--- src/rtl/fpu_stall_ctrl.sv ---
// fpu_stall_ctrl: pipeline hold, bubble and result-valid control
// for multi-cycle FPU operations sitting in EX.
//
// Ports:
//   clk50M         : system clock, rising edge
//   rst            : async reset, active low
//   fpu_start_i    : valid FP instruction in EX this cycle
//   fpu_op_i[2:0]  : op class (1xx = single-cycle)
//   flush_i        : pipeline flush, highest priority
//   stall_o        : hold IF/ID and ID/EX (enable pins)
//   bubble_o       : load NOP into EX/MEM
//   result_valid_o : one-cycle write-back pulse
//   busy_o         : FSM is in BUSY (registered)
//   op_o[2:0]      : op class in flight (registered)
module fpu_stall_ctrl #(
  parameter int LAT_ADD  = 3,
  parameter int LAT_MUL  = 4,
  parameter int LAT_DIV  = 12,
  parameter int LAT_SQRT = 16,
  parameter int CNT_W    = 5
) (
  input  logic       clk50M,
  input  logic       rst,
  input  logic       fpu_start_i,
  input  logic [2:0] fpu_op_i,
  input  logic       flush_i,
  output logic       stall_o,
  output logic       bubble_o,
  output logic       result_valid_o,
  output logic       busy_o,
  output logic [2:0] op_o
);

  typedef enum logic {
    IDLE = 1'b0,
    BUSY = 1'b1
  } state_t;

  state_t             state;
  state_t             state_n;
  logic [CNT_W-1:0]   cnt;
  logic [CNT_W-1:0]   cnt_n;
  logic [2:0]         op_q;
  logic [2:0]         op_n;
  logic [CNT_W-1:0]   lat;
  logic               stall;
  logic               bubble;
  logic               valid;

  always_comb begin
    lat = CNT_W'(1);
    if (!fpu_op_i[2]) begin
      unique case (fpu_op_i[1:0])
        2'b00: lat = CNT_W'(LAT_ADD);
        2'b01: lat = CNT_W'(LAT_MUL);
        2'b10: lat = CNT_W'(LAT_DIV);
        2'b11: lat = CNT_W'(LAT_SQRT);
      endcase
    end
  end

  always_ff @(posedge clk50M or negedge rst) begin
    if (!rst) begin
      state <= IDLE;
      cnt   <= '0;
      op_q  <= '0;
    end else begin
      state <= state_n;
      cnt   <= cnt_n;
      op_q  <= op_n;
    end
  end

  always_comb begin
    state_n = state;
    cnt_n   = cnt;
    op_n    = op_q;
    stall   = 1'b0;
    bubble  = 1'b0;
    valid   = 1'b0;
    if (flush_i) begin
      state_n = IDLE;
      cnt_n   = '0;
    end else begin
      unique case (state)
        IDLE: begin
          if (fpu_start_i) begin
            if (lat == CNT_W'(1)) begin
              valid = 1'b1;
            end else begin
              stall   = 1'b1;
              bubble  = 1'b1;
              cnt_n   = lat - CNT_W'(2);
              op_n    = fpu_op_i;
              state_n = BUSY;
            end
          end
        end
        BUSY: begin
          // start is ignored here: the same instruction is still in EX
          if (cnt != '0) begin
            stall  = 1'b1;
            bubble = 1'b1;
            cnt_n  = cnt - CNT_W'(1);
          end else begin
            valid   = 1'b1;
            state_n = IDLE;
          end
        end
      endcase
    end
  end

  // reset gates the combinational outputs so nothing leaks while rst is low
  assign stall_o        = rst & stall;
  assign bubble_o       = rst & bubble;
  assign result_valid_o = rst & valid;
  assign busy_o         = (state == BUSY);
  assign op_o           = op_q;

endmodule

--- config.mk ---
export PLATFORM = sky130hd
export DESIGN_NAME = fpu_stall_ctrl
export DESIGN_NICKNAME = d
export VERILOG_FILES = /design/src/rtl/fpu_stall_ctrl.sv
export SDC_FILE = /design/constraint.sdc
export NUM_CORES = 1
export LEC_CHECK = 0
export CAP_MARGIN = 5
export CELL_PAD_IN_SITES_DETAIL_PLACEMENT = 0
export CELL_PAD_IN_SITES_GLOBAL_PLACEMENT = 2
export CORE_UTILIZATION = 31
export DETAILED_ROUTE_END_ITERATION = 12
export PLACE_DENSITY = 0.79
export SLEW_MARGIN = 25
export SYNTH_ARGS = -nofsm -noshare
export SYNTH_HDL_FRONTEND = slang
export SYNTH_SLANG_ARGS = --single-unit
export TNS_END_PERCENT = 30
--- constraint.sdc ---
create_clock -name clk50M -period 3.9 [get_ports clk50M]
set_clock_uncertainty 0.05 [all_clocks]
set_input_delay 0.78 -clock clk50M [delete_from_list [all_inputs] [get_ports clk50M]]
set_output_delay 0.78 -clock clk50M [all_outputs]
set_load 0.05 [all_outputs]
==> COMMIT_EDITMSG <==
Record implementation results from latest flow run

- The flow ran to the end, and the final reports show no timing, DRC or antenna violations.
- Post-CTS Hold Fix Bufs: 0
- The power report lists cell-internal power as 195 uW.
* Number of sequential cells: 9
* Number of filler instances in the final layout: 231
* Total area of multi-input combinational cells: 383 sq um
* First-pass GRT wire length: 2390 um
- The detail route stage leaves a number of antenna-violating nets equal to 0.
- Cell area after layout: 820 sq um
* Cell with the biggest individual delay on the critical path: sky130_fd_sc_hd__clkdlybuf4s50_1
- After technology mapping, the gate count stands at 69.
* Total iterations of the first detailed-routing run: 3
* Number of logic stages on the critical path including buffering: 4
* Area of the die: 0.00226 sq mm
- Critical path start-end classification: primary input to primary output
- WHS Path Cells: 1
* Worst setup SP type: primary input
* Post-DR wirelength/cell: 12.9 um
* Number of enable-type register cells in the synthesized netlist: 0
- Final Core Density: 41.8%
- Endpoints with negative setup slack in the final report add up to 0.
- The design draws 306 uW.
* Min Tclk post-route: 3330 ps
- Per the post-synthesis report, the nets total 81.
- Wirelength, routed: 1440 um
* Routability cong.: 0.737
- For this run, asynchronously set or reset flops after synthesis account for 100%.
- The routed design uses between 700 and 800 um of met2 wire.
- Number of nets in the layout: 97
- On the worst setup and hold paths after CTS, the clock-pin slew comes to 60 ps.
- Number of antenna violations at the first check in global routing: 0
- The worst-case reg-to-reg setup slack stands at 2350 ps.
* Warning total across the stage logs: 28
* Starting DRT DRC Count: 2
- Based on the critical path, the design can be clocked at up to 300 MHz.
* Highest metal used: met4
* Sum of net half-perimeters after detailed placement: about 1200 um
* AND-OR/OR-AND Cells, Area Fraction: a little over an eighth
- Setup crit end kind: primary output
- Headroom to the max-slew limit: 65.3%
- Placement-stage worst setup slack: roughly 580 ps
- Final Hold Fails: 0
* Number of buffers between clock root and the deepest sink: 2
* Proportion of power drawn by combinational gates: 37.8%
* Met2 global-route usage: 24.1%
- Once layout is complete, the cells apart from fillers number 111.
- Among all flip-flop cells after synthesis, the most frequent one is sky130_fd_sc_hd__dfrtp_1.
* Number of cell instances after yosys synthesis: between 60 and 70
* Row count: 16
- Worst R2R End: cnt[1]
- Register cell area after layout: 225 sq um
- Num tapcells: 27
- In this run the maximum-capacitance check reported violations numbering 0.
* Wire length on met1: about 690 um
- By area, logic gates come first.
- Sequential Power: about 120 uW
- The number of antenna diodes in the final layout is 0.
- For this run, global-route usage on met3 was measured as 3.40%.
- Counting pins that exceed their max-slew limit in the final report gives 0.
- Max fanout on the critical path was recorded as 8.
* Clock network area share: around 3.2%
* Required time of the worst setup path: 3070 ps
- During synthesis, Yosys emitted a total of 0 warnings.
- Total DRC errors in the routed layout: 0
- CP most frequent cell: sky130_fd_sc_hd__clkdlybuf4s50_1
- The transition time recorded at the tightest slew-check pin is 520 ps.
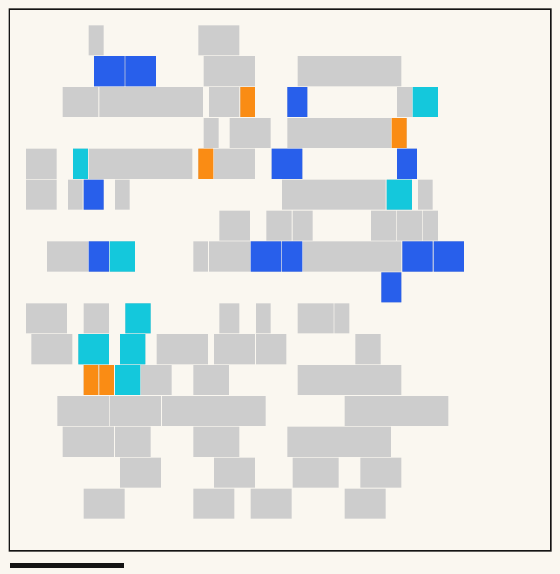
(images/logic_types.png)
The bar under the picture is 10 um long.
| family | colour | cells |
|---|---|---|
| inverters | orange | 5 |
| inverting AOI/OAI gates | blue | 12 |
| NAND gates | cyan | 8 |

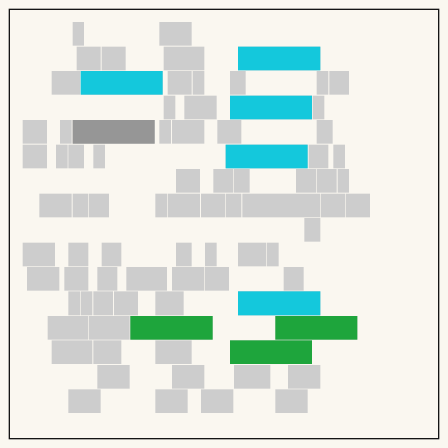
(images/flops_by_reg.png)
Other sequential cells in the stronger grey, the rest of the logic in the fainter grey.
| netlist name | colour | flops |
|---|---|---|
| `op_o` | green | 3 |
| `cnt` | cyan | 5 |

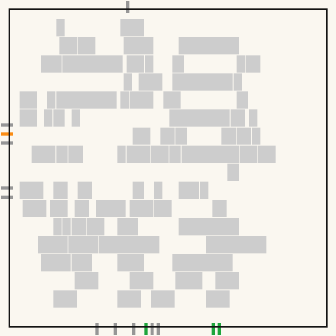
(images/io_placement.png)
Pins as bars across the die edge, other pins in grey.
| port | colour | pins | direction | edge |
|---|---|---|---|---|
| `stall_o` | orange | 1 | output | left |
| `op_o` | green | 3 | output | bottom |
PortBufs: 13
die height: 47.5 um
chip width: 47.5 um

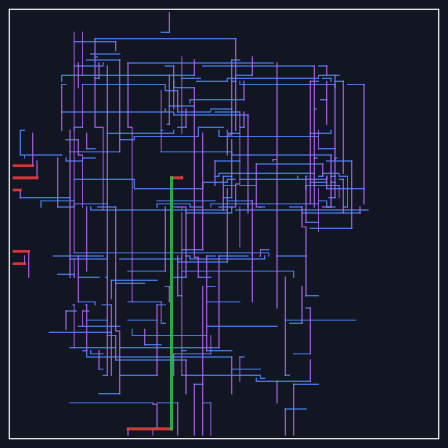
(images/wires.png)
| layer | colour | wire length |
|---|---|---|
| metal 1 | blue | 689 um |
| metal 4 | green | 27.9 um |
| metal 2 | purple | 704 um |
| metal 3 | red | 14.0 um |

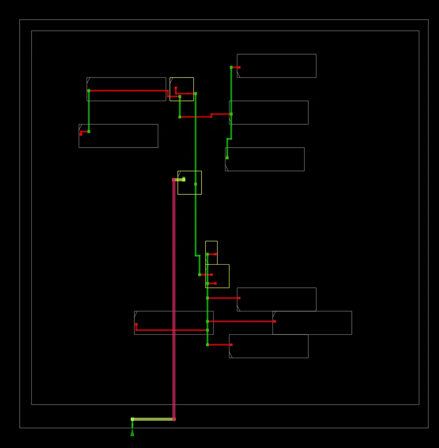
(images/clocks.png)
count of clock tree sinks: 9
final-layout clock buffer total: 4
clock network latency to the later pin of the worst-skew pair: 250 ps
clock group power: 70.7 uW
TritonCTS buffer count: 3

Power and IR drop assume default switching activity.
